===== config.mk =====
export PLATFORM = sky130hd
export DESIGN_NAME = fp_product_accumulator
export DESIGN_NICKNAME = d
export VERILOG_FILES = /design/src/rtl/fp_product_accumulator_pkg.sv /design/src/rtl/fp_add_normalizer.sv /design/src/rtl/fp_product_accumulator.sv
export SDC_FILE = /design/constraint.sdc
export NUM_CORES = 1
export LEC_CHECK = 0
export ABC_AREA = 0
export CAP_MARGIN = 10
export CORE_ASPECT_RATIO = 0.7
export CORE_MARGIN = 2
export CORE_UTILIZATION = 46
export DETAILED_ROUTE_END_ITERATION = 8
export HOLD_SLACK_MARGIN = 0.1
export PLACE_DENSITY = 0.68
export SYNTH_ARGS = -nofsm -noshare
export SYNTH_HDL_FRONTEND = slang
export SYNTH_SLANG_ARGS = --single-unit

===== constraint.sdc =====
create_clock -name clk -period 7.1 [get_ports clk]
set_clock_uncertainty 0.2 [all_clocks]
set_input_delay 1.775 -clock clk [delete_from_list [all_inputs] [get_ports clk]]
set_output_delay 1.775 -clock clk [all_outputs]
set_load 0.02 [all_outputs]

===== src/rtl/fp_product_accumulator_pkg.sv =====
// Types and constants shared by the product accumulator and its add/normalise datapath.
// Holds the IEEE-754 single field layout, the controller states and the zero test.
package fp_product_accumulator_pkg;

  typedef enum logic [2:0] {
    IDLE,
    ALIGN,
    ADD,
    NORM,
    DONE
  } state_e;

  localparam int SIGN_W  = 1;
  localparam int EXP_W   = 8;
  localparam int MANT_W  = 23;
  localparam int FP_W    = SIGN_W + EXP_W + MANT_W;
  localparam int BIAS    = 127;
  localparam int EXP_MAX = 255;

  localparam logic [FP_W-1:0] POS_ZERO = 32'h0000_0000;
  localparam logic [FP_W-1:0] NEG_ZERO = 32'h8000_0000;

  function automatic logic fp_is_zero(input logic [FP_W-1:0] x);
    return (x == POS_ZERO) || (x == NEG_ZERO);
  endfunction

endpackage


===== src/rtl/fp_add_normalizer.sv =====
// Three-stage single-precision adder: ALIGN and ADD take one cycle each, NORM iterates
// one left shift per cycle. The controller sequences the stages through the enables.
module fp_add_normalizer
  import fp_product_accumulator_pkg::*;
(
  input  logic            clk,
  input  logic            rst,
  input  logic            align_en_i,
  input  logic            add_en_i,
  input  logic            norm_en_i,
  input  logic [FP_W-1:0] op_a_i,
  input  logic [FP_W-1:0] op_b_i,
  output logic            add_zero_o,
  output logic            norm_done_o,
  output logic [FP_W-1:0] result_o,
  output logic            result_ovf_o
);

  localparam int MAN_W  = MANT_W + 1;
  localparam int NEXP_W = EXP_W + 2;
  localparam logic signed [NEXP_W-1:0] EXP_SAT = NEXP_W'(EXP_MAX);
  localparam logic signed [NEXP_W-1:0] EXP_ONE = NEXP_W'(1);

  logic [FP_W-1:0]  op      [2];
  logic             op_sign [2];
  logic [EXP_W-1:0] op_exp  [2];
  logic             op_zero [2];
  logic [MAN_W-1:0] op_man  [2];

  assign op[0] = op_a_i;
  assign op[1] = op_b_i;

  // A zero operand contributes a zero mantissa, so the other one passes through untouched.
  generate
    for (genvar gi = 0; gi < 2; gi++) begin : g_unpack
      assign op_sign[gi] = op[gi][FP_W-1];
      assign op_exp[gi]  = op[gi][FP_W-2 -: EXP_W];
      assign op_zero[gi] = fp_is_zero(op[gi]);
      assign op_man[gi]  = op_zero[gi] ? '0 : {1'b1, op[gi][MANT_W-1:0]};
    end
  endgenerate

  logic             a_big;
  logic [EXP_W-1:0] exp_big, exp_diff;
  logic [MAN_W-1:0] man_small, man_shift;

  always_comb begin
    a_big     = op_zero[1] | (!op_zero[0] && (op_exp[0] >= op_exp[1]));
    exp_big   = a_big ? op_exp[0] : op_exp[1];
    exp_diff  = a_big ? (op_exp[0] - op_exp[1]) : (op_exp[1] - op_exp[0]);
    man_small = a_big ? op_man[1] : op_man[0];
    man_shift = (exp_diff >= 8'd25) ? '0 : (man_small >> exp_diff);
  end

  logic                     sign_a_q, sign_a_d, sign_b_q, sign_b_d;
  logic [MAN_W-1:0]         man_a_q, man_a_d, man_b_q, man_b_d;
  logic [EXP_W-1:0]         exp_q, exp_d;
  logic [MAN_W:0]           sum_q, sum_d;
  logic                     sign_q, sign_d;
  logic signed [NEXP_W-1:0] nexp_q, nexp_d;

  logic [MAN_W:0] add_sum;
  logic           add_sign;

  always_comb begin
    add_sum  = '0;
    add_sign = 1'b0;
    if (sign_a_q == sign_b_q) begin
      add_sum  = {1'b0, man_a_q} + {1'b0, man_b_q};
      add_sign = sign_a_q;
    end else if (man_a_q >= man_b_q) begin
      add_sum  = {1'b0, man_a_q - man_b_q};
      add_sign = sign_a_q;
    end else begin
      add_sum  = {1'b0, man_b_q - man_a_q};
      add_sign = sign_b_q;
    end
  end

  assign add_zero_o  = (add_sum == '0);
  assign norm_done_o = sum_q[MAN_W] | sum_q[MAN_W-1];

  logic signed [NEXP_W-1:0] norm_exp;
  logic [MANT_W-1:0]        norm_frac;

  always_comb begin
    norm_exp     = sum_q[MAN_W] ? (nexp_q + EXP_ONE) : nexp_q;
    norm_frac    = sum_q[MAN_W] ? sum_q[MAN_W-1:1] : sum_q[MANT_W-1:0];
    result_ovf_o = 1'b0;
    if (norm_exp >= EXP_SAT) begin
      result_o     = {sign_q, {EXP_W{1'b1}}, {MANT_W{1'b0}}};
      result_ovf_o = 1'b1;
    end else if (norm_exp < EXP_ONE) begin
      result_o = POS_ZERO;
    end else begin
      result_o = {sign_q, norm_exp[EXP_W-1:0], norm_frac};
    end
  end

  always_comb begin
    sign_a_d = sign_a_q;
    sign_b_d = sign_b_q;
    man_a_d  = man_a_q;
    man_b_d  = man_b_q;
    exp_d    = exp_q;
    sum_d    = sum_q;
    sign_d   = sign_q;
    nexp_d   = nexp_q;
    if (align_en_i) begin
      sign_a_d = op_sign[0];
      sign_b_d = op_sign[1];
      man_a_d  = a_big ? op_man[0] : man_shift;
      man_b_d  = a_big ? man_shift : op_man[1];
      exp_d    = exp_big;
    end
    if (add_en_i) begin
      sum_d  = add_sum;
      sign_d = add_sign;
      nexp_d = signed'({2'b00, exp_q});
    end else if (norm_en_i && !norm_done_o) begin
      sum_d  = {sum_q[MAN_W-1:0], 1'b0};
      nexp_d = nexp_q - EXP_ONE;
    end
  end

  always_ff @(posedge clk or posedge rst) begin
    if (rst) begin
      sign_a_q <= 1'b0;
      sign_b_q <= 1'b0;
      man_a_q  <= '0;
      man_b_q  <= '0;
      exp_q    <= '0;
      sum_q    <= '0;
      sign_q   <= 1'b0;
      nexp_q   <= '0;
    end else begin
      sign_a_q <= sign_a_d;
      sign_b_q <= sign_b_d;
      man_a_q  <= man_a_d;
      man_b_q  <= man_b_d;
      exp_q    <= exp_d;
      sum_q    <= sum_d;
      sign_q   <= sign_d;
      nexp_q   <= nexp_d;
    end
  end

endmodule


===== src/rtl/fp_product_accumulator.sv =====
// Sums a stream of single-precision products one term at a time and hands the total,
// term count and sticky overflow to the consumer with a valid/ready handshake.
module fp_product_accumulator
  import fp_product_accumulator_pkg::*;
#(
  parameter int CNT_W = 8
) (
  input  logic             clk,
  input  logic             rst,
  input  logic [FP_W-1:0]  in_data,
  input  logic             in_valid,
  input  logic             in_last,
  input  logic             in_overflow,
  output logic             in_ready,
  output logic [FP_W-1:0]  out_sum,
  output logic [CNT_W-1:0] out_count,
  output logic             out_overflow,
  output logic             out_valid,
  input  logic             out_ready
);

  state_e            state_q;
  logic [FP_W-1:0]   acc_q, term_q;
  logic [CNT_W-1:0]  count_q;
  logic              last_q, sticky_q, in_ready_q, out_valid_q;

  logic              dp_add_zero, dp_norm_done, dp_result_ovf;
  logic [FP_W-1:0]   dp_result;

  fp_add_normalizer u_dp (
    .clk          (clk),
    .rst          (rst),
    .align_en_i   (state_q == ALIGN),
    .add_en_i     (state_q == ADD),
    .norm_en_i    (state_q == NORM),
    .op_a_i       (acc_q),
    .op_b_i       (term_q),
    .add_zero_o   (dp_add_zero),
    .norm_done_o  (dp_norm_done),
    .result_o     (dp_result),
    .result_ovf_o (dp_result_ovf)
  );

  always_ff @(posedge clk or posedge rst) begin
    if (rst) begin
      state_q     <= IDLE;
      acc_q       <= POS_ZERO;
      term_q      <= POS_ZERO;
      count_q     <= '0;
      last_q      <= 1'b0;
      sticky_q    <= 1'b0;
      in_ready_q  <= 1'b1;
      out_valid_q <= 1'b0;
    end else begin
      case (state_q)
        IDLE: begin
          if (in_valid) begin
            term_q     <= in_data;
            last_q     <= in_last;
            sticky_q   <= sticky_q | in_overflow;
            count_q    <= count_q + CNT_W'(1);
            in_ready_q <= 1'b0;
            state_q    <= ALIGN;
          end
        end
        ALIGN: state_q <= ADD;
        // A zero sum is already normalised, so NORM is bypassed.
        ADD: begin
          if (dp_add_zero) begin
            acc_q       <= POS_ZERO;
            state_q     <= last_q ? DONE : IDLE;
            in_ready_q  <= !last_q;
            out_valid_q <= last_q;
          end else begin
            state_q <= NORM;
          end
        end
        NORM: begin
          if (dp_norm_done) begin
            acc_q       <= dp_result;
            sticky_q    <= sticky_q | dp_result_ovf;
            state_q     <= last_q ? DONE : IDLE;
            in_ready_q  <= !last_q;
            out_valid_q <= last_q;
          end
        end
        DONE: begin
          if (out_ready) begin
            acc_q       <= POS_ZERO;
            count_q     <= '0;
            sticky_q    <= 1'b0;
            out_valid_q <= 1'b0;
            in_ready_q  <= 1'b1;
            state_q     <= IDLE;
          end
        end
        default: begin
          state_q     <= IDLE;
          in_ready_q  <= 1'b1;
          out_valid_q <= 1'b0;
        end
      endcase
    end
  end

  assign in_ready     = in_ready_q;
  assign out_valid    = out_valid_q;
  assign out_sum      = acc_q;
  assign out_count    = count_q;
  assign out_overflow = sticky_q;

endmodule

density.png
The die is cut into 22 by 15 equal tiles; white is low, dark blue is high, 0 to 100% covered.
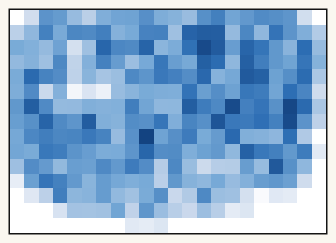
fullest tile = 93%
tiles over 75% full = 9.4%
mean over tiles = 47%
nearly empty tiles = 11%
emptiest ninth of the die = bottom right

final_placement.png
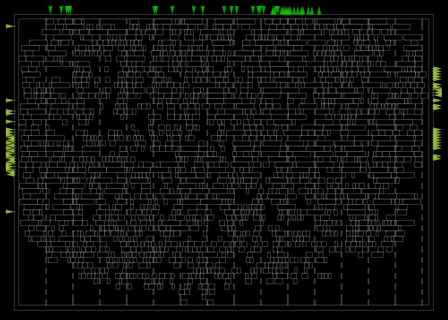
Seq/total area: 27.01%
Well Taps: 420

pins.png
Pins as bars across the die edge, other pins in gray.
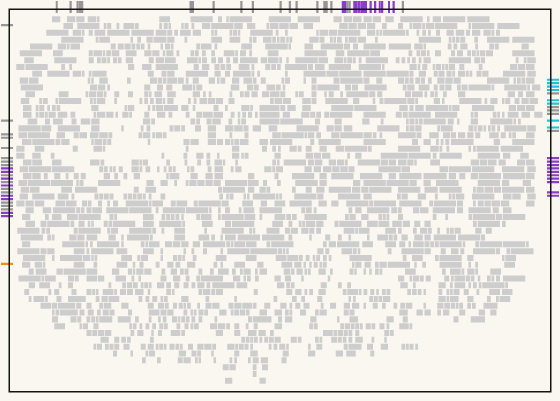
cyan -> out_count  # pins 8, direction output, edge right
orange -> rst  # pins 1, direction input, edge left
purple -> out_sum  # pins 32, direction output, edge 14 top, 10 right, 8 left

==> results.json <==
{
  "status": "finished, final reports clean",
  "cts_resized": 0,
  "grtUsageMet1_pct": 50.03,
  "syn_area_per_cell_sq_um": 8.277,
  "routed-via-count": 14430,
  "synth_cells": 1737,
  "syn-num-nets": 1869,
  "clk_pin_slew_worst_paths_ps": 70,
  "dp_cells": 2140,
  "hold_start": "term_q[31]",
  "top_cells_by_area": "dfrtp_1 (30%), ha_1 (7.7%), a21oi_1 (5.1%), nand2_1 (4.1%), o21ai_0 (3.8%)",
  "crit_end": "out_sum[31]",
  "cts_buffer_depth": 2,
  "ys_sh_adder_pct": 8.441,
  "place_hpwl_um": 41440,
  "io_buffers": 80,
  "wl_met2_um": 21990,
  "wl_met3_um": 6444,
  "logic_gate_count": 1339,
  "die_w_um": 215.3,
  "drcViolationCount": 0,
  "rows": 54,
  "vias_per_cell": 6.636,
  "simple_gate_share_pct": 17.75,
  "drtIter0Drc": 1953,
  "grt.total_usage_pct": 32.67,
  "drtPass1Iterations": 7,
  "layout_top_cells": "dfrtp_1 (172), nand2_1 (158), a21oi_1 (147)",
  "inverters": 107,
  "max_slew_margin_pct": 15.28,
  "crit_slowest_cell": "a2111oi_0",
  "xor_share_pct": 2.619,
  "seq_area_sq_um": 4330,
  "syn_to_final_growth_pct": 11.51,
  "overflow": 0,
  "compound_area_share_pct": 28.14,
  "top_cell_area_share_pct": 29.94,
  "worstPathRequired_ps": 7300,
  "synth_top_cell_by_count": "dfrtp_1",
  "fin_cells": 2174,
  "fin_util_pct": 51.81,
  "area_dominant_class": "logic gates",
  "finalSetupTns_ps": 0,
  "clkLatencyLatePin_ps": 460,
  "drive_above_1_share_pct": 7.587,
  "ctsHoldBuffers": 0,
  "grtUsageMet2_pct": 45.07,
  "postLayoutCellArea_sq_um": 16030,
  "cp_num_buf_inv": 3,
  "worst_slack_ps": 1085,
  "grt_pass1_vias": 13230,
  "drv_slew": 0,
  "met1Wirelength_um": 24720,
  "crit_family": "AND-OR/OR-AND gates",
  "mux_share_pct": 6.605,
  "finalWirelength_um": 54110,
  "grt_use_met3_pct": 8.789,
  "start_kind": "flop",
  "max_freq_mhz": 166.3,
  "cts-root-buf": "clkbuf_16",
  "crit_type": "flop to flop",
  "lay_top_count": "dfrtp_1",
  "arrival_ps": 6210,
  "r2r_end": "out_sum[31]",
  "nFillCells": 2960,
  "whs_ps": 295.9
}
